==> config.mk <==
export PLATFORM = sky130hd
export DESIGN_NAME = vector_memory_stage
export DESIGN_NICKNAME = d
export VERILOG_FILES = /design/src/rtl/vector_memory_stage.sv
export SDC_FILE = /design/constraint.sdc
export NUM_CORES = 1
export LEC_CHECK = 0
export CORE_MARGIN = 3
export CORE_UTILIZATION = 40
export DETAILED_ROUTE_END_ITERATION = 6
export DONT_BUFFER_PORTS = 1
export PLACE_DENSITY_LB_ADDON = 0.08
export SYNTH_ARGS = -nofsm -noshare
export SYNTH_HDL_FRONTEND = slang
export SYNTH_SLANG_ARGS = --single-unit
==> constraint.sdc <==
create_clock -name CLK -period 4.2 [get_ports CLK]
set_clock_uncertainty 0.15 [all_clocks]
set_input_delay 0.42 -clock CLK [delete_from_list [all_inputs] [get_ports CLK]]
set_output_delay 0.42 -clock CLK [all_outputs]
set_load 0.01 [all_outputs]
Figure 1. Port wiring.
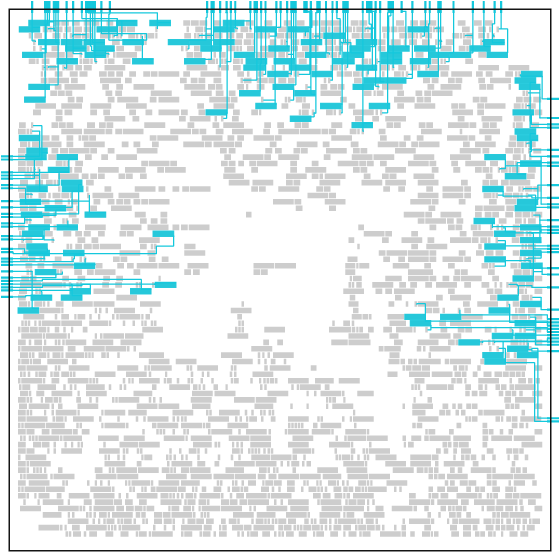
`M_DATA` -> cyan  # direction output, edge 66 north, 35 east, 27 west, end cells 128, buffers 0, wire 3610 um
port bufs: 0
Top Ports: 571

Figure 2. Clock network drawn from the DEF.
The bar under the picture is 50 um long.
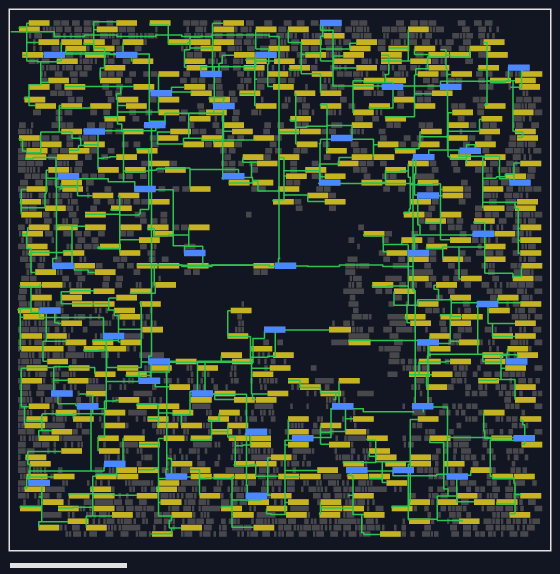
flip-flops -> yellow  # count 438
clock drivers -> blue  # count 49
clock wires -> green  # length 6280 um
routed clock nets = 50
clk_lat worst skew: 0.58 ns
Clock Power: 4.28 mW
clock power share: 22.1%

==> flow_summary_export.csv <==
group,metric,value,unit
floorplanning,std_cell_rows,81,
synthesis,synthTopCellsByCount,"nand2_1 (453), dfrtp_1 (438), nor2_1 (283), a22o_1 (256), clkbuf_1 (133)",
clock_network,path_clk_slew,0.06,ns
layout,nNonClkBuffers,386,
power_and_ir_drop,power.largest_group,"registers",
detailed_routing,drc,0,
final_timing,fin_crit,3.14,ns
final_timing,hold_viol_final,438,
layout,final_nets,2627,
detailed_routing,drt-wirelength-per-cell,22.9,um
synthesis,syn_area,0.0201,mm2
layout,drive_gt1_share,6.47,%
final_timing,timing.fmax,319,MHz
global_routing,track_usage,25.0,%
detailed_routing,met1_length,28.4,mm
floorplanning,die_w,230,um
detailed_routing,vias,16800,
synthesis,fp_nets,2368,
placed_design,place_congestion,0.825,
worst_hold_path,hold_path_class,"in2async",
final_timing,whs,-0.603,ns
synthesis,ys.flop_type,"dfrtp_1",
outcome,status,"finished, violations left",
detailed_routing,wl_met2,32.4,mm
final_timing,rsz0062_at_grt,"false",
detailed_routing,drtAntennaViolNets,0,
detailed_routing,viasPerCell,5.68,
global_routing,grt_pass1_wl,105,mm
global_routing,antenna_found_initial,7,
layout,antenna_cells,7,
final_timing,worst-slew-pin-transition,2.11,ns
detailed_routing,dr.pass1.iters,5,
synthesis,yosys_warnings,0,
layout,logic_area,0.00839,mm2
power_and_ir_drop,switchingPower,7.69,mW
worst_setup_path,critPathSlowestCell,"and4b_2",
power_and_ir_drop,p_seq,8.02,mW
worst_setup_path,crit_type,"reg2reg",
final_timing,setup_viol_count_final,0,
global_routing,grt-ovfl-total,0,
synthesis,ys_cells,1995,
layout,final-clk-cell-share,6.12,%
synthesis,yosysTopAreaCell,"dfrtp_1",
clock_network,numClockSinks,438,
global_routing,grt-busiest-layer,"met2",
layout,seq_area_share,42.6,%
global_routing,grt_max_degree,439,
worst_setup_path,crit_path_start_kind,"register",
synthesis,avgSynthCellArea,10.1,um2
layout,nClkBuffers,75,
power_and_ir_drop,ir_drop,0.440,mV
power_and_ir_drop,p_seq_share,41.4,%
placed_design,place_hpwl,41.0,mm
synthesis,ys_top_logic_family,"AND-OR/OR-AND gates",
clock_network,cts_tree,"yes",
power_and_ir_drop,swShare,39.7,%
synthesis,synthAdderAreaFrac,0.437,%
worst_setup_path,r2r_cells,7,
layout,final_common_cell,"nand2_1",
worst_setup_path,critical_path_arrival,3.51,ns
global_routing,met2_usage,40.7,%
power_and_ir_drop,combPwrFrac,36.5,%
layout,final_core_util,52.2,%
detailed_routing,wl_met3,4.72,mm
layout,num-nonclk-inverters,11,
final_timing,setup_tns,0,ns
synthesis,edf_count,0,
worst_setup_path,crit_chain,"inv_1 -> ha_1 -> and4b_2 -> a22o_1 -> a221oi_1 -> dlygate4sd3_1 -> nor2_1",
outcome,violations,"negative hold slack, max-slew violations",
detailed_routing,highest_layer,"met4",
layout,largest_cell_class,"registers",
worst_setup_path,end_kind,"register",
synthesis,ys_sh_aoi,18.8,%
synthesis,synth_cell_types,44,
floorplanning,fp.coreArea,0.0493,mm2
layout,logic_gates,1368,
synthesis,synth_cells,1995,
clock_network,hold_buffers,361,
floorplanning,dieArea,0.0529,mm2
final_timing,drv_slew,190,
synthesis,synth_chip_area,0.0201,mm2
global_routing,grt_pass1_vias,17600,
layout,area_delta_synth_final,28.2,%
layout,comb_area_share,32.6,%
synthesis,synth_top_area_share,54.7,%
synthesis,synth-xor-area-share,0.393,%
job,warnings,72,
clock_network,cts-root-buf,"clkbuf_16",
power_and_ir_drop,comb-power,7.08,mW
final_timing,fin_crit_sh,74.7,%
clock_network,clockBufferDepth,3,
layout,layout.nonclk_buf_share,15.2,%
detailed_routing,drt_iter0_markers,1173,
power_and_ir_drop,p_int,11.7,mW
synthesis,yosysMostFrequentCell,"nand2_1",
floorplanning,num_tap_cells,664,
layout,seq_cells,438,
worst_setup_path,slowest_delay,0.86,ns
final_timing,slew_headroom,-40.9,%
layout,seqCellArea,0.0110,mm2
global_routing,grtUsageMet1,32.8,%
synthesis,ys_seq_share,54.7,%
[through the flow]
stage | hold slack, ns | cell area (um2) | power, mW | std cells | setup slack, ns
floorplan | -0.0256 | 20100 | 12.7 | 1995 | 1.56
global placement | -0.0144 | 20500 | 14.5 | 2506 | 1.49
detailed placement | -0.00737 | 20500 | 14.7 | 2506 | 1.44
CTS | -0.647 | 25700 | 19.5 | 2953 | 1.00
global route | -0.632 | 25700 | 20.6 | 2960 | 0.859
finish | -0.603 | 25700 | 19.4 | 2960 | 1.06
[critical path, delay by kind of cell, from the launching register on]
family | cells | cell delay [ns]
AOI/OAI and AO/OA | 2 | 0.35
adders and majority gates | 1 | 0.44
buffers and inverters | 2 | 0.72
DFF | 1 | 0.45
and+or+nand+nor | 2 | 0.94
Power and IR drop assume default switching activity.
